--- src/rtl/ace_mem_arbiter.sv ---
// ace_mem_arbiter
//   Shares one synchronous single-port RAM between the Z80 (ace core) and the
//   data_io ROM/file downloader. Download bytes pass through a one-entry holding
//   register and throttle data_io through ioctl_wait. CPU accesses are stalled
//   through cpu_wait. rom_ready releases the CPU once an image is present.
//   A pending download byte always wins over a pending CPU access, but an access
//   that has started is never pre-empted.
//
// Optional feature:
//   ACE_MEMARB_CHECKSUM_EN - adds output dl_csum[7:0]. It holds the XOR of every
//   byte written to RAM by the downloader and clears when a new download starts.

module ace_mem_arbiter #(
   parameter int                ADDR_W    = 16,
   parameter int                MEM_LAT   = 2,
   parameter logic [7:0]        DL_INDEX  = 8'd0,
   parameter logic [ADDR_W-1:0] DL_BASE   = '0,
   parameter bit                PRELOADED = 1'b0
) (
   input  logic              clk_sys,
   input  logic              reset,
   input  logic              ce_cpu,
   input  logic [ADDR_W-1:0] cpu_addr,
   input  logic [7:0]        cpu_din,
   input  logic              cpu_rd,
   input  logic              cpu_wr,
   output logic [7:0]        cpu_dout,
   output logic              cpu_wait,
   input  logic              ioctl_download,
   input  logic [7:0]        ioctl_index,
   input  logic              ioctl_wr,
   input  logic [24:0]       ioctl_addr,
   input  logic [7:0]        ioctl_dout,
   output logic              ioctl_wait,
   output logic [ADDR_W-1:0] mem_addr,
   output logic [7:0]        mem_din,
   output logic              mem_we,
   input  logic [7:0]        mem_dout,
   output logic              rom_ready,
   output logic              dl_overrun
`ifdef ACE_MEMARB_CHECKSUM_EN
   ,
   output logic [7:0]        dl_csum
`endif
);

   // CRD counts MEM_LAT cycles; the counter only needs to reach MEM_LAT-1.
   localparam int               LAT_W    = (MEM_LAT > 1) ? $clog2(MEM_LAT) : 1;
   localparam logic [LAT_W-1:0] LAT_LAST = LAT_W'(MEM_LAT - 1);

   typedef enum logic [1:0] {
      ST_IDLE,
      ST_DL,
      ST_CRD,
      ST_CWR
   } state_t;

   state_t state;
   state_t state_nx;

   logic [LAT_W-1:0]  lat_cnt;
   logic              lat_done;

   logic              hold_valid;
   logic [ADDR_W-1:0] hold_addr;
   logic [7:0]        hold_data;

   logic              cpu_pend;
   logic              cpu_ack;
   logic              wrote_any;

   logic              dl_in_range;
   logic              dl_accept;
   logic [ADDR_W-1:0] dl_target;
   logic              cpu_req;
   logic              cpu_new;
   logic              cpu_want;
   logic              access_done;

   // Download byte qualification: right file, active download, address inside the RAM.
   assign dl_in_range = ((ioctl_addr >> ADDR_W) == 25'd0);
   assign dl_accept   = ioctl_wr & ioctl_download & (ioctl_index == DL_INDEX) & dl_in_range;
   assign dl_target   = DL_BASE + ADDR_W'(ioctl_addr);

   // CPU handshake: a request is taken once, on a clock-enable cycle, and then
   // remembered in cpu_pend until the access completes.
   assign cpu_req     = cpu_rd | cpu_wr;
   assign cpu_new     = ce_cpu & cpu_req & ~cpu_ack & ~cpu_pend;
   assign cpu_want    = cpu_pend | cpu_new;
   assign cpu_wait    = cpu_req & ~cpu_ack;

   assign lat_done    = (lat_cnt == LAT_LAST);
   assign access_done = ((state == ST_CRD) && lat_done) || (state == ST_CWR);

   // data_io is held off for as long as a byte sits in the holding register.
   assign ioctl_wait  = hold_valid;

   // State register.
   always_ff @(posedge clk_sys) begin
      // NOTE: sequential state always uses non-blocking assignments so every
      // register samples the pre-edge values, independent of block ordering.
      if (reset) begin
         state <= ST_IDLE;
      end else begin
         state <= state_nx;
      end
   end

   // Next-state selection and RAM port drive.
   always_comb begin
      // NOTE: every output of this block gets a default first, so no path can
      // leave one unassigned and infer a latch.
      state_nx = state;
      mem_addr = cpu_addr;
      mem_din  = cpu_din;
      mem_we   = 1'b0;
      case (state)
         ST_IDLE: begin
            if (hold_valid || dl_accept) begin
               state_nx = ST_DL;
            end else if (cpu_want) begin
               state_nx = cpu_wr ? ST_CWR : ST_CRD;
            end
         end
         ST_DL: begin
            mem_addr = hold_addr;
            mem_din  = hold_data;
            mem_we   = ~reset;
            state_nx = ST_IDLE;
         end
         ST_CRD: begin
            if (lat_done) begin
               state_nx = ST_IDLE;
            end
         end
         ST_CWR: begin
            mem_we   = ~reset;
            state_nx = ST_IDLE;
         end
         default: begin
            state_nx = ST_IDLE;
         end
      endcase
   end

   // Read latency counter: runs only while in CRD, restarts for every access.
   always_ff @(posedge clk_sys) begin
      if (reset) begin
         lat_cnt <= '0;
      end else if ((state == ST_CRD) && !lat_done) begin
         lat_cnt <= lat_cnt + 1'b1;
      end else begin
         lat_cnt <= '0;
      end
   end

   // Holding register control: filled by an accepted byte, emptied by the DL write.
   always_ff @(posedge clk_sys) begin
      if (reset) begin
         hold_valid <= 1'b0;
         dl_overrun <= 1'b0;
      end else begin
         if (state == ST_DL) begin
            hold_valid <= 1'b0;
         end
         if (dl_accept) begin
            if (hold_valid) begin
               dl_overrun <= 1'b1;
            end else begin
               hold_valid <= 1'b1;
            end
         end
      end
   end

   // Holding register payload, loaded alongside hold_valid.
   always_ff @(posedge clk_sys) begin
      // NOTE: payload registers are not reset; hold_valid alone says whether
      // they mean anything, so resetting them would only add reset fan-out.
      if (dl_accept && !hold_valid) begin
         hold_addr <= dl_target;
         hold_data <= ioctl_dout;
      end
   end

   // CPU side: pending flag, acknowledge and read data capture.
   always_ff @(posedge clk_sys) begin
      if (reset) begin
         cpu_pend <= 1'b0;
         cpu_ack  <= 1'b0;
         cpu_dout <= 8'h00;
      end else begin
         if (cpu_new) begin
            cpu_pend <= 1'b1;
         end
         if (access_done) begin
            cpu_pend <= 1'b0;
            cpu_ack  <= 1'b1;
         end else if (!cpu_req) begin
            cpu_ack  <= 1'b0;
         end
         if ((state == ST_CRD) && lat_done) begin
            cpu_dout <= mem_dout;
         end
      end
   end

   // rom_ready: sticky once a download has landed in RAM and data_io is idle.
   always_ff @(posedge clk_sys) begin
      if (reset) begin
         wrote_any <= 1'b0;
         rom_ready <= PRELOADED;
      end else begin
         if (state == ST_DL) begin
            wrote_any <= 1'b1;
         end
         if (!ioctl_download && wrote_any && !hold_valid) begin
            rom_ready <= 1'b1;
         end
      end
   end

`ifdef ACE_MEMARB_CHECKSUM_EN
   logic dl_prev;

   // Running XOR of downloaded bytes; a new download (rising ioctl_download) restarts it.
   always_ff @(posedge clk_sys) begin
      if (reset) begin
         dl_prev <= 1'b0;
         dl_csum <= 8'h00;
      end else begin
         dl_prev <= ioctl_download;
         if (ioctl_download && !dl_prev) begin
            dl_csum <= 8'h00;
         end else if (state == ST_DL) begin
            dl_csum <= dl_csum ^ hold_data;
         end
      end
   end
`endif

endmodule

--- config.mk ---
export PLATFORM = sky130hd
export DESIGN_NAME = ace_mem_arbiter
export DESIGN_NICKNAME = d
export VERILOG_FILES = /design/src/rtl/ace_mem_arbiter.sv
export SDC_FILE = /design/constraint.sdc
export NUM_CORES = 1
export LEC_CHECK = 0
export CAP_MARGIN = 20
export CORE_MARGIN = 2
export CORE_UTILIZATION = 36
export CTS_BUF_LIST = sky130_fd_sc_hd__clkbuf_2 sky130_fd_sc_hd__clkbuf_4 sky130_fd_sc_hd__clkbuf_8
export DETAILED_ROUTE_END_ITERATION = 12
export GPL_ROUTABILITY_DRIVEN = 1
export HOLD_SLACK_MARGIN = 0.15
export PLACE_DENSITY = 0.91
export SLEW_MARGIN = 20
export SYNTH_ARGS = -nofsm -noshare
export SYNTH_HDL_FRONTEND = slang
export SYNTH_SLANG_ARGS = --single-unit
--- constraint.sdc ---
create_clock -name clk_sys -period 2.7 [get_ports clk_sys]
set_input_delay 0.54 -clock clk_sys [delete_from_list [all_inputs] [get_ports clk_sys]]
set_output_delay 0.54 -clock clk_sys [all_outputs]
set_load 0.005 [all_outputs]
**Met3 routing**

(8 px per micron) Cells faint in the background.
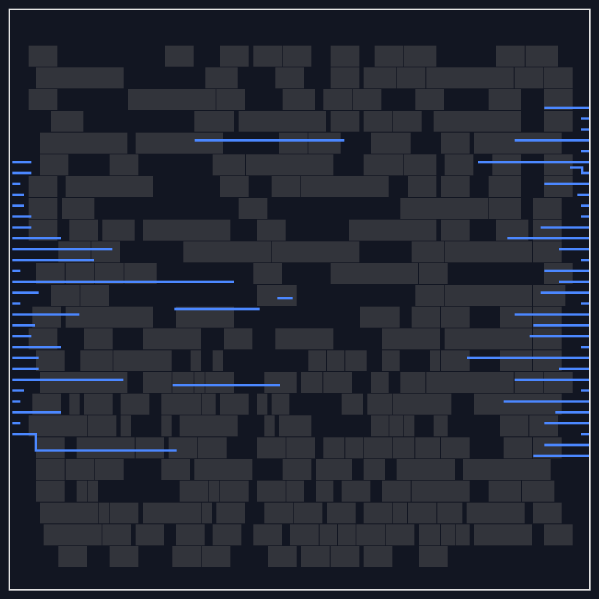
- longest straight run: 27.4 microns
- wire length on this layer: 342 microns
vias after detailed routing: 1405
grt met3 use: 0.0611
drt total wl: 4.36 mm

**Signal wires on met1**

(6 px per micron) Supply wires on this layer in grey. Cells faint in the background.
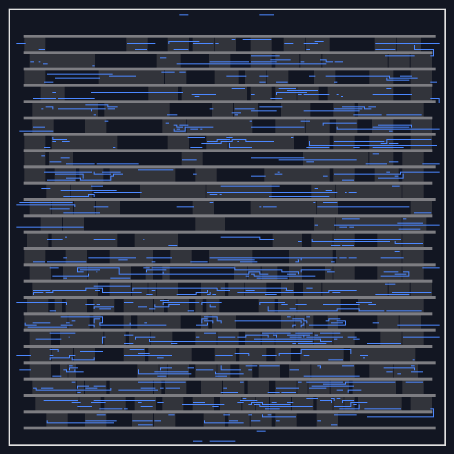
- main direction: horizontal
- nets with wire on the layer: 284
- wire length on this layer: 1710 microns
grt met1 use: 0.194

**Signal wires on met2**

(6 px per micron)
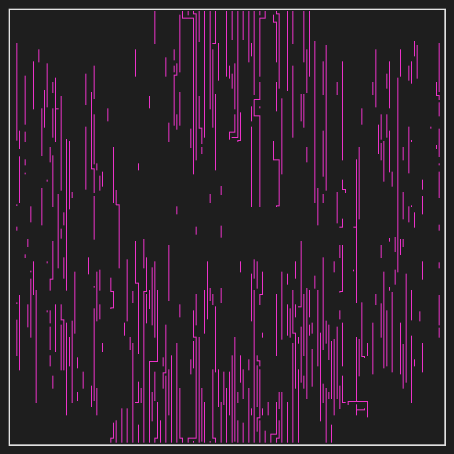
- wire length on this layer: 2260 microns
- share of all routed wire: 52%
- longest straight run: 32.3 microns
- main direction: vertical
grt met2 use: 0.301

==> job_summary.md <==
### Metrics collected by this job

| Metric | Value |
|---|---|
| Critical path depth | 4 |
| Status | complete, no violations |
| Register share after synthesis | 0.630 |
| Launch point of the worst path | state[0] |
| CTS tree | done |
| Biggest area cells | edfxtp_1 43%, dfxtp_1 20%, mux2_2 16%, mux2i_1 4.8%, nor2_1 3.1% |
| Core region area | 0.00444 sq mm |
| Final setup viols | 0 |
| CP max stage cell | clkdlybuf4s50_1 |
| XOR Share, Synth | 0 |
| Worst R2R End | cpu_dout[5] |
| GRT Total Usage | 0.170 |
| Total tool warning count | 26 |
| Starting DRT DRC Count | 59 |
| Final Non-Filler Cells | 296 |
| Unrepaired setup endpoints after global routing | no |
| Synth Cell Area | 0.00168 sq mm |
| Comb power | 283 uW |
| Post-layout nets | 323 |
| FMAX | 399 MHz |
| Crit path DRT | 2.16 ns |
| Peak supply drop | 0.275 mV |
| Yosys Chip Area | 0.00168 sq mm |
| Total Power | 1.48 mW |
| Placed insts | 288 |
| Cts repair resizes | 0 |
| FP Rows | 24 |
| DP HPWL | 3.44 mm |
| Synth-to-Final Area Change | 80.8% |
| Logic inverters | 1 |
| Gr ovfl total | 0 |
| Clock Tree Buf Depth | 2 |
| Mean Syn Cell Area | 13.9 sq um |
| Total iterations of the first detailed-routing run | 4 |
| Adder Share, Synth | 0 |
state kept, by name (all words and copies together) (netlist names):
name        flops
hold_addr      16
hold_data       8
cpu_pend        1
state           2
ioctl_wait      1
cpu_dout        8
lat_cnt         1
cpu_ack         1
wrote_any       1
rom_ready       1
dl_overrun      1
layer usage:
| metal | share of wire | GRT usage | vias up |
|---|---|---|---|
| li1 | - | - | 689 |
| met5 | 0 | 0 | - |
| met2 | 0.52 | 0.301 | 63 |
| met1 | 0.39 | 0.194 | 648 |
| met3 | 0.078 | 0.0611 | 5 |
| met4 | 0.011 | 0.0494 | 0 |
cell families (layout without fill, tap and decap cells):
kind of cell    Yosys count  in the layout
mux                      32             32
buf+inv                   7            130
simple gates             30             30
flops                    41             41
compound gates           11             11
No activity file was given, so power comes from the tool's default toggle rates.
